**Register map, names as in the netlist**

Other sequential cells in the stronger gray, the rest of the logic in the fainter gray.
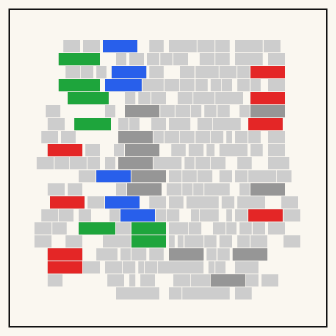
**Floorplan with the power grid**

Pins as bars on the die edge. Tap cells in gray.
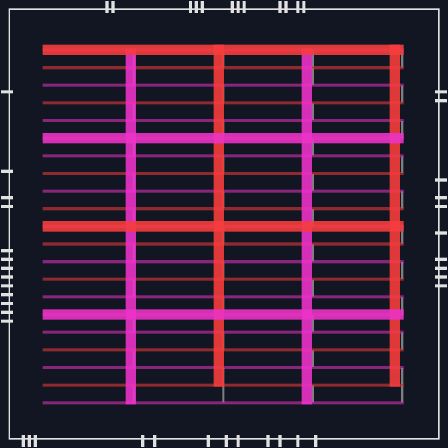
**Clock network drawn from the DEF**

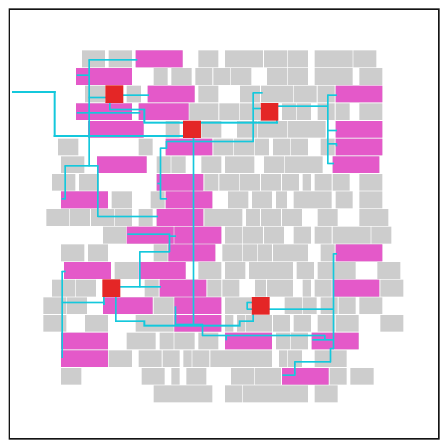
**Placed cells, one color a class**

Bar = 20 um.
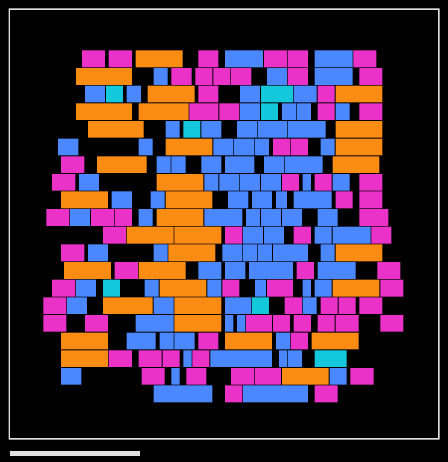
**Routing congestion map**

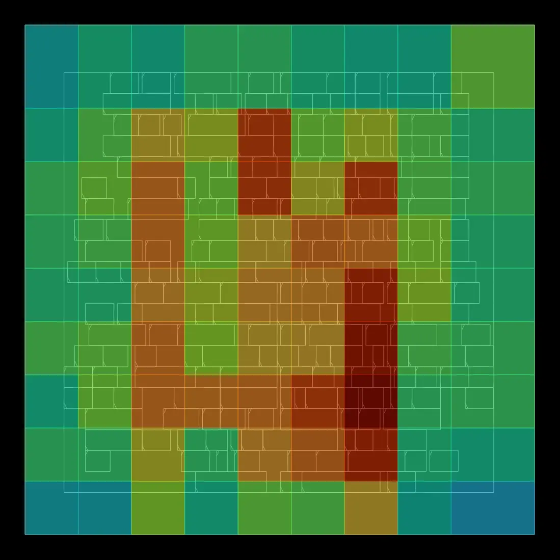
`src/rtl/forwarding_control_unit_if.sv`:
```
// Decode-side bundle for the forwarding control unit: instruction in,
// operand-source selects, immediate, stall and DM-stage destination out.
interface forwarding_control_unit_if;
    logic [23:0] ins;
    logic        ins_valid;
    logic [1:0]  mux_sel_A;
    logic [1:0]  mux_sel_B;
    logic        imm_sel;
    logic [7:0]  imm;
    logic        stall;
    logic [4:0]  RW_dm;
    logic        we_dm;

    modport master (
        output ins, ins_valid,
        input  mux_sel_A, mux_sel_B, imm_sel, imm, stall, RW_dm, we_dm
    );

    modport slave (
        input  ins, ins_valid,
        output mux_sel_A, mux_sel_B, imm_sel, imm, stall, RW_dm, we_dm
    );
endinterface

```
`src/rtl/forwarding_control_unit.sv`:
```
// Operand forwarding and load-use stall control: tracks the last three issue
// slots and picks the nearest in-flight producer for each source register.
module forwarding_control_unit (
    input  logic                        clk,
    input  logic                        rst,
    forwarding_control_unit_if.slave    bus
);
    typedef struct packed {
        logic [4:0] rd;
        logic       wen;
        logic       is_load;
    } hist_t;

    hist_t       r_h1, r_h2, r_h3;
    logic [1:0]  r_sel_a, r_sel_b;
    logic        r_imm_sel;
    logic [7:0]  r_imm;
    logic [4:0]  r_rw_dm;
    logic        r_we_dm;

    logic [1:0]  w_class;
    logic [4:0]  w_rd, w_rs, w_rt;
    logic        w_reads_rt;
    logic        w_stall;
    logic        w_accept;
    hist_t       w_new;
    logic [1:0]  w_sel_a, w_sel_b;

    // Nearest producer wins: h1 is checked before h2 before h3.
    function automatic logic [1:0] fwd_sel(input logic [4:0] f, input hist_t a,
                                           input hist_t b, input hist_t c);
        logic [1:0] s;
        s = 2'b00;
        if (a.wen && f == a.rd)      s = 2'b01;
        else if (b.wen && f == b.rd) s = 2'b10;
        else if (c.wen && f == c.rd) s = 2'b11;
        return s;
    endfunction

    always_comb begin
        w_class    = bus.ins[23:22];
        w_rd       = bus.ins[18:14];
        w_rs       = bus.ins[13:9];
        w_rt       = bus.ins[8:4];
        w_reads_rt = (w_class == 2'b00) || (w_class == 2'b11);
        w_stall    = bus.ins_valid && r_h1.wen && r_h1.is_load &&
                     ((w_rs == r_h1.rd) || (w_reads_rt && (w_rt == r_h1.rd)));
        w_accept   = bus.ins_valid && !w_stall;
        w_new      = '{rd: w_rd, wen: (w_class != 2'b11), is_load: (w_class == 2'b10)};
        w_sel_a    = fwd_sel(w_rs, r_h1, r_h2, r_h3);
        w_sel_b    = w_reads_rt ? fwd_sel(w_rt, r_h1, r_h2, r_h3) : 2'b00;
    end

    always_ff @(posedge clk) begin
        if (rst) begin
            r_h1      <= '0;
            r_h2      <= '0;
            r_h3      <= '0;
            r_sel_a   <= '0;
            r_sel_b   <= '0;
            r_imm_sel <= 1'b0;
            r_imm     <= '0;
            r_rw_dm   <= '0;
            r_we_dm   <= 1'b0;
        end else begin
            // A rejected slot still advances the pipeline, inserting a bubble.
            r_h1    <= w_accept ? w_new : '0;
            r_h2    <= r_h1;
            r_h3    <= r_h2;
            r_rw_dm <= r_h1.rd;
            r_we_dm <= r_h1.wen;
            if (w_accept) begin
                r_sel_a   <= w_sel_a;
                r_sel_b   <= w_sel_b;
                r_imm_sel <= (w_class == 2'b01) || (w_class == 2'b10);
                r_imm     <= bus.ins[7:0];
            end else begin
                r_sel_a   <= '0;
                r_sel_b   <= '0;
                r_imm_sel <= 1'b0;
                r_imm     <= '0;
            end
        end
    end

    assign bus.mux_sel_A = r_sel_a;
    assign bus.mux_sel_B = r_sel_b;
    assign bus.imm_sel   = r_imm_sel;
    assign bus.imm       = r_imm;
    assign bus.stall     = w_stall;
    assign bus.RW_dm     = r_rw_dm;
    assign bus.we_dm     = r_we_dm;
endmodule

```
`src/flat_wrapper.sv`:
```
// flat-port wrapper written by rule: the top's interface ports become plain ports
module forwarding_control_unit_flat 
  (clk, rst, bus_ins, bus_ins_valid, bus_mux_sel_A, bus_mux_sel_B, bus_imm_sel, bus_imm, bus_stall, bus_RW_dm, bus_we_dm);
  forwarding_control_unit_if bus_i ();
  input  logic clk;
  input  logic rst;
  input wire logic [$bits(bus_i.ins)-1:0] bus_ins;
  input wire logic [$bits(bus_i.ins_valid)-1:0] bus_ins_valid;
  output wire logic [$bits(bus_i.mux_sel_A)-1:0] bus_mux_sel_A;
  output wire logic [$bits(bus_i.mux_sel_B)-1:0] bus_mux_sel_B;
  output wire logic [$bits(bus_i.imm_sel)-1:0] bus_imm_sel;
  output wire logic [$bits(bus_i.imm)-1:0] bus_imm;
  output wire logic [$bits(bus_i.stall)-1:0] bus_stall;
  output wire logic [$bits(bus_i.RW_dm)-1:0] bus_RW_dm;
  output wire logic [$bits(bus_i.we_dm)-1:0] bus_we_dm;
  assign bus_i.ins = bus_ins;
  assign bus_i.ins_valid = bus_ins_valid;
  assign bus_mux_sel_A = bus_i.mux_sel_A;
  assign bus_mux_sel_B = bus_i.mux_sel_B;
  assign bus_imm_sel = bus_i.imm_sel;
  assign bus_imm = bus_i.imm;
  assign bus_stall = bus_i.stall;
  assign bus_RW_dm = bus_i.RW_dm;
  assign bus_we_dm = bus_i.we_dm;
  forwarding_control_unit u_core (.clk(clk), .rst(rst), .bus(bus_i));
endmodule
```
`config.mk`:
```
export PLATFORM = sky130hd
export DESIGN_NAME = forwarding_control_unit_flat
export DESIGN_NICKNAME = d
export VERILOG_FILES = /design/src/rtl/forwarding_control_unit_if.sv /design/src/rtl/forwarding_control_unit.sv /design/src/flat_wrapper.sv
export SDC_FILE = /design/constraint.sdc
export NUM_CORES = 1
export LEC_CHECK = 0
export ABC_CLOCK_PERIOD_IN_PS = 1700
export CORE_MARGIN = 5
export CORE_UTILIZATION = 44
export CTS_CLUSTER_SIZE = 8
export DETAILED_ROUTE_END_ITERATION = 10
export PLACE_DENSITY = 0.77
export SLEW_MARGIN = 20
export SYNTH_ARGS = -nofsm -noshare
export SYNTH_HDL_FRONTEND = slang
export SYNTH_SLANG_ARGS = --single-unit
```
`constraint.sdc`:
```
create_clock -name clk -period 1.7 [get_ports clk]
set_input_delay 0.255 -clock clk [delete_from_list [all_inputs] [get_ports clk]]
set_output_delay 0.255 -clock clk [all_outputs]
set_load 0.03 [all_outputs]
```
==> flow_summary.yaml <==
# synthesis and place-and-route metrics
route:
  drt_iter0_markers: 77
  vias_per_cell: 4.79
  vias: 1163
  wl_met3_um: 324
  first_pass_iters: 4
  highest-signal-layer: "met4"
  antenna_left: 0
  wire_per_inst_um: 15.5
  met2_length_um: 1940
  detail_route.drc_violations: 0
clocking:
  cts_buffers: 5
  cts_tree: "yes"
  cts_hold_buffers_added: 0
  clock_path_buffers: 2
  root_buffer: "sky130_fd_sc_hd__clkbuf_4"
  cts_repair_resize_count: 30
  cts_sinks: 32
  clock_tree.htree_level_count: 2
  post_cts_buffers: 5
grt:
  initial_antenna_violation_count: 0
  number_of_global_route_vias_before_repair: 1258
  pin_count_of_the_biggest_net_entering_global_routing: 13
  globalRouteOverflowTotal: 0
  grt_pass1_wl_um: 5910
run_status:
  run_status: "complete, but fails checks"
  violations: "setup timing"
finish:
  antenna_cells: 0
  layout-area-overhead-vs-synth_pct: 63.0
  nFillCells: 236
  finalNetCount: 228
synthesis:
  synth-seq-cells: 32
  mapped_cell_area_um2: 1380
  synth.yosys.chip_area_um2: 1380
  synthMuxAreaShare_pct: 0
  synth_area_per_cell_um2: 11.0
  fp_nets: 154
  register_area_share_after_synthesis_pct: 46.4
  post_synth_and_or_nand_nor_area_fraction_pct: 24.4
  synth.lib_cells_used.distinct: 26
  netlist_instances: 125
timing:
  period_needed_ps: 1870
  slew_violations: 0
  timing_worst_slew_pin_value_ps: 347
  postLayoutSetupSlackWorst_ps: -167
  slew_headroom_pct: 76.8
  setup_violations: 1
  max_freq_mhz: 536
  part_of_the_cycle_the_worst_path_needs_pct: 110
placed_design:
  number_of_instances_in_the_placed_design: 230
  gpl.final_weighted_congestion: 0.814
  placed_cell_area_um2: 2010
setup_path:
  critPathCaptureType: "output pin"
  critPathMaxFanout: 2
  timing.critical_path.arrival_ps: 1610
  cp-start-kind: "input port"
  crit_chain: "clkdlybuf4s50_1, xnor2_2, nand2_2, nor2_4, a21oi_2, nor3b_4, buf_6"
  cp.required_ps: 1440
power:
  power.share.sequential_pct: 49.6
  leakagePower_nw: 0.991
  power_per_cell_area_nw_per_um2: 707
floorplan:
  io_pins: 47
  design.die.area_um2: 4360
  placeableCoreArea_um2: 3030
  row_count: 20
worst_hold_path:
  hold_path_class: "input port to register"
-- 'register map, names as in the netlist' (at the start) --
`u_core.bus.imm` -> red  # sequential cells 8
`u_core.r_h1` -> green  # sequential cells 7
`u_core.r_h2` -> blue  # sequential cells 6
not colored = 11

-- 'floorplan with the power grid' (at the start) --
VSS -> magenta
VDD -> red
tap cells = 44
met1 rails = 21
Max rail drop VDD: 542 uV
horizontal extent of the die: 66.0 um

-- 'clock network drawn from the DEF' (at the start) --
clock wires -> cyan  # length 387 um
flip-flops -> magenta  # count 32
clock-net drivers -> red  # count 5
routed clock nets = 6
Clk pwr share: 30.4%
clk ins delay skew pair: 340 ps
clock skew: 13.2 ps
clock network power consumption: 484 uW

-- 'placed cells, one color a class' (at the start) --
remaining logic cells -> blue  # cells 91
clock drivers and dummy loads -> cyan  # cells 7
registers -> orange  # cells 32
remaining buffers and delay cells -> magenta  # cells 69

-- 'routing congestion map' (at the start) --
layer with the highest usage: met2
met1 GRT Util: 19.3%
M2 GR Usage: 32.3%
total routing usage reported by global routing: 18.5%
global routing met3 resource utilization: 7.31%

==> metrics by stage <==
stage	setup slack, ps	total power [mW]
global placement	-386	1.08
floorplan	23.2	0.932
finish	-167	1.59
detailed placement	-490	1.08
CTS	-150	1.58
global route	-210	1.66
==> worst paths after layout <==
kind,start,to,slack [ps],cells after the start
max,bus_ins[10],bus_stall,-170,7
min,bus_ins[5],u_core.bus.imm[5]$_SDFF_PP0_,470,3
max reg2reg,u_core.r_h1[5]$_SDFF_PP0_,u_core.r_h1[2]$_SDFF_PP0_,10,7
min reg2reg,u_core.r_h2[3]$_SDFF_PP0_,u_core.r_h3[3]$_SDFF_PP0_,520,1
==> power by group through the flow <==
stage | sequential (mW) | clock, mW | combinational (mW)
floorplan | 0.830 | 0 | 0.102
global route | 0.794 | 0.525 | 0.338
global placement | 0.805 | 0 | 0.270
finish | 0.790 | 0.484 | 0.318
detailed placement | 0.806 | 0 | 0.277
CTS | 0.789 | 0.490 | 0.303
==> synthesized netlist by cell type <==
cell / number / area, um2
sky130_fd_sc_hd__and2_4: 10 / 87.6
sky130_fd_sc_hd__dfxtp_1: 32 / 641
sky130_fd_sc_hd__buf_6: 1 / 11.3
sky130_fd_sc_hd__ha_1: 2 / 25.0
sky130_fd_sc_hd__nor2_1: 2 / 7.51
sky130_fd_sc_hd__a41oi_4: 1 / 27.5
sky130_fd_sc_hd__xnor2_1: 12 / 105
sky130_fd_sc_hd__a22oi_1: 1 / 7.51
sky130_fd_sc_hd__nand2_1: 4 / 15.0
sky130_fd_sc_hd__nor4_1: 6 / 37.5
sky130_fd_sc_hd__nor2b_1: 14 / 87.6
sky130_fd_sc_hd__nor3_4: 1 / 16.3
sky130_fd_sc_hd__inv_1: 3 / 11.3
sky130_fd_sc_hd__and2_2: 2 / 15.0
sky130_fd_sc_hd__a2111oi_2: 1 / 15.0
sky130_fd_sc_hd__nand3_1: 3 / 15.0
sky130_fd_sc_hd__a21oi_1: 1 / 5.00
sky130_fd_sc_hd__nand2b_1: 1 / 6.26
sky130_fd_sc_hd__nand3_2: 1 / 10.0
sky130_fd_sc_hd__nor3b_1: 1 / 7.51
sky130_fd_sc_hd__clkbuf_1: 1 / 3.75
sky130_fd_sc_hd__and2_1: 2 / 12.5
sky130_fd_sc_hd__o311ai_4: 1 / 26.3
sky130_fd_sc_hd__xor2_1: 18 / 158
sky130_fd_sc_hd__and3_1: 3 / 18.8
sky130_fd_sc_hd__a21boi_0: 1 / 7.51
==> cell type report <==
class	count	area, um2	share of cell area (%)
multi-input combinational	88	836	37.2
inverter	3	11.3	0.501
clock buffer	7	65.1	2.89
sequential	32	656	29.1
timing repair buffer	69	627	27.9
tap	44	55.1	2.45
==> worst max-delay path, delay by kind of cell <==
family          cells  cell delay [ps]
compound gates      1               60
xor+xnor            1              140
buf+inv             2              690
simple gates        3              470
==> registers in the layout, indices dropped and copies added (netlist names) <==
signal and flops:
u_core.bus.mux_sel_A 2, u_core.bus.imm 8, u_core.r_h2 6, u_core.r_h1 7, u_core.bus.imm_sel 1, u_core.bus.mux_sel_B 2
u_core.r_h3 6
Power and IR drop assume default switching activity.
